### Met2 routing

Scale bar: 50 µm.
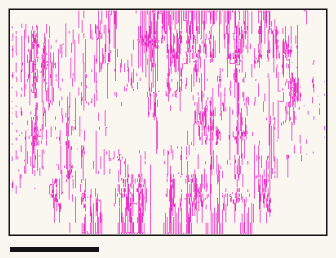
### Routed metal, one color a layer

Scale bar: 50 µm. Two of the layers only.
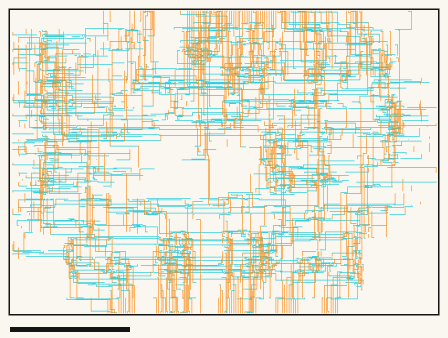
### Clock nets

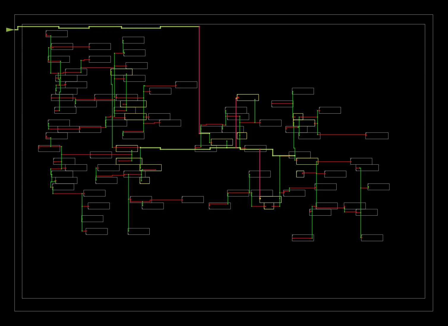
==> config.mk <==
export PLATFORM = sky130hd
export DESIGN_NAME = mul_share_arbiter
export DESIGN_NICKNAME = d
export VERILOG_FILES = /design/src/rtl/mul_share_arbiter.sv
export SDC_FILE = /design/constraint.sdc
export NUM_CORES = 1
export LEC_CHECK = 0
export CAP_MARGIN = 10
export CELL_PAD_IN_SITES_DETAIL_PLACEMENT = 0
export CELL_PAD_IN_SITES_GLOBAL_PLACEMENT = 2
export CORE_ASPECT_RATIO = 0.7
export CORE_MARGIN = 3
export CORE_UTILIZATION = 22
export DETAILED_ROUTE_END_ITERATION = 7
export PLACE_DENSITY_LB_ADDON = 0.15
export SYNTH_ARGS = -nofsm -noshare
export SYNTH_HDL_FRONTEND = slang
export SYNTH_SLANG_ARGS = --single-unit
==> constraint.sdc <==
create_clock -name clk -period 2.8 [get_ports clk]
set_input_delay 0.56 -clock clk [delete_from_list [all_inputs] [get_ports clk]]
set_output_delay 0.56 -clock clk [all_outputs]
set_load 0.02 [all_outputs]
==> out/qor.tcl <==
set qor(grt_pass1_wl_um) 29300
set qor(outcome) {finished with violations}
set qor(rsz0062_at_grt) {yes}
set qor(routedLengthMet1_um) 9400
set qor(worstSetupEndpointType) {flop}
set qor(drtIter0Drc) 265
set qor(fmaxAchievable_ghz) 0.329
set qor(core-area_mm2) 0.0201
set qor(clockRootBuffer) {clkbuf_16}
set qor(via_per_inst) 4.64
set qor(io_buffers) 241
set qor(post_synth_num_cell_types) 45
set qor(final.min_clock_period_ns) 3.04
set qor(yosys.stat.seqShare_pct) 42.3
set qor(syn-mean-instance-area_um2) 8.66
set qor(grt_antenna_before_repair) 0
set qor(tool_warnings) 31
set qor(p_total_mw) 8.75
set qor(path_class) {flop to flop}
set qor(worstHoldPathType) {primary input to asynchronous set/reset pin}
set qor(detail-route-antenna-nets) 0
set qor(tritoncts.num_buffers) 9
set qor(drive_above_1_share_pct) 18.7
set qor(hold_violations) 0
set qor(clkTransAtPathRegs_ns) 0.07
set qor(setup_slack_of_the_critical_path_after_layout_ns) -0.239
set qor(leakage_nw) 3.77
set qor(core_util_floorplan_pct) 22.7
set qor(total_global_routing_overflow) 0
set qor(finalClockPeriodUsage_pct) 109
set qor(synth_area_mm2) 0.00456
set qor(worst-r2r-setup-slack_ns) -0.24
set qor(gp_congestion) 0.848
set qor(drc) 0
set qor(clock_path_buffers) 2
set qor(max_slew_margin_pct) 65.8
set qor(synth-cells-yosys) 527
set qor(data_arrival_time_of_the_critical_path_ns) 3.26
set qor(power_density_mw_per_mm2) 1040
set qor(htree_num_levels) 3
set qor(flip_flop_count_of_the_largest_register_all_copies_and_words_added) 32
set qor(worst_pin_slew_ns) 0.513
set qor(cts_tree) {yes}
set qor(worstSetupStartpointType) {flop}
set qor(final_report_setup_violation_count) 33
set qor(slew_viol_final) 0
set qor(first_pass_iters) 4
set qor(ir_drop_mv) 0.491
set qor(ys.flops) 77
set qor(mostFrequentLayoutCells) {clkdlybuf4s50_1, nand2_1, dfrtp_1}
set qor(layout_top_cell_excl_fill_tap) {clkdlybuf4s50_1}
set qor(met3RoutedLength_um) 1260
set qor(design.final.nets) 991
set qor(met2_length_um) 8530
set qor(failed_checks) {setup timing}
set qor(netlist_instances) 527
set qor(die_x_um) 178
set qor(critPathRequiredTime_ns) 3.02
set qor(area_growth_pct) 84.6
set qor(diodes) 0
## Picture notes: 'Met2 routing'
share of all routed wire: 44%
main direction: vertical
wire length on this layer: 8530 µm
nets with wire on the layer: 861
GR Util met2: 24.8%
total via count in the routed design: 5079

## Picture notes: 'Routed metal, one color a layer'
[met2] orange | wire length: 8530 µm
[met1] cyan | wire length: 9400 µm
total wire length: 19300 µm
mean routed wirelength per cell: 17.7 µm
global-route usage over all layers: 16.8%

## Picture notes: 'Clock nets'
Setup Skew: 0.0156 ns
TritonCTS Sinks: 77
clk latency late pin: 0.34 ns

[cell usage after synthesis, drive strengths merged]
cell type	count	area, µm²
a21boi	2	15.0
buf	18	161
and3	3	18.8
nor3	2	10.0
and2	34	215
o221ai	1	26.3
o211ai	1	7.51
xnor2	2	17.5
o22ai	1	6.26
a22o	32	280
nor2b	2	12.5
and3b	1	8.76
nand2	107	404
o2bb2ai	1	8.76
mux2	19	214
a21o	1	7.51
o21ai	43	219
and4	2	20.0
clkbuf	19	71.3
nand4	6	37.5
dfstp	2	52.6
mux2i	2	20.0
xor2	1	8.76
ha	5	62.6
nor4	20	131
dfrtp	75	1880
o22a	2	17.5
a31oi	2	12.5
nand2b	9	56.3
a32oi	16	140
a21oi	16	80.1
inv	4	15.0
o2111a	1	12.5
nor2	53	199
nand3	19	95.1
nor3b	3	22.5
[logic make-up after synthesis]
group                    synth area share [%]
multiplexers                             5.13
flip-flops                               42.3
AND-OR/OR-AND                            18.3
buffers and inverters                    5.43
adder cells (fa/ha/maj)                  1.37
AND/OR/NAND/NOR                          27.0
XOR/XNOR                                0.576
[per-layer routing]
metal  vias up  GRT usage, %
met3        12          5.06
met1      2464          24.0
met4         0          3.97
li1       2455             -
met5         -             0
met2       148          24.8
[what timing repair did]
| action | 4_1_cts | 5_1_grt |
|---|---|---|
| buffers inserted | 16 | 5 |
| resized | 63 | 28 |
| pin swaps | 5 | 39 |
| setup endpoints to repair | 50 | 50 |
| cloned | 5 | 3 |
| endpoints found under the hold margin | 0 | 0 |
[final cells by class]
type,instances,area [µm²]
Sequential cell,77,1930
Fill cell,1970,11600
Timing Repair Buffer,318,3240
Multi-Input combinational cell,409,2570
Clock inverter,7,114
Inverter,4,15.0
Clock buffer,9,225
Tap cell,270,338
[report_power, final]
part | internal (mW) | total (mW) | switching (mW) | leakage [nW]
sequential | 1.56 | 1.81 | 0.253 | 0.972
combinational | 2.71 | 5.60 | 2.89 | 2.63
clock | 0.808 | 1.34 | 0.530 | 0.167
total | 5.08 | 8.75 | 3.67 | 3.77
[critical path: stages (launching register included)]
cell      delay [ns]
dfstp_2         0.58
nand2_1         0.08
a31oi_2         0.25
and2_4          0.24
buf_12          0.17
nand2_1         0.06
a32oi_1         0.22
buf_4           0.17
nor4_4          0.05
and4_4          0.21
buf_6           0.11
o2111a_2        0.31
buf_4           0.16
buf_12          0.13
a22o_1          0.18
[metrics by stage]
| stage | instances | instance area, µm² | setup TNS (ns) | setup slack [ns] | hold slack (ns) |
|---|---|---|---|---|---|
| 2_1_floorplan | 527 | 4570 | 0 | 0.0591 | 0.264 |
| 3_3_place_gp | 1049 | 7530 | -24.33 | -0.683 | 0.460 |
| 3_5_place_dp | 1049 | 7530 | -25.37 | -0.706 | 0.465 |
| 4_1_cts | 1086 | 8230 | -6.23 | -0.210 | 0.202 |
| 5_1_grt | 1094 | 8430 | -12.77 | -0.408 | 0.221 |
| 6_report | 1094 | 8430 | -7.27 | -0.239 | 0.191 |
No activity file was given, so power comes from the tool's default toggle rates.
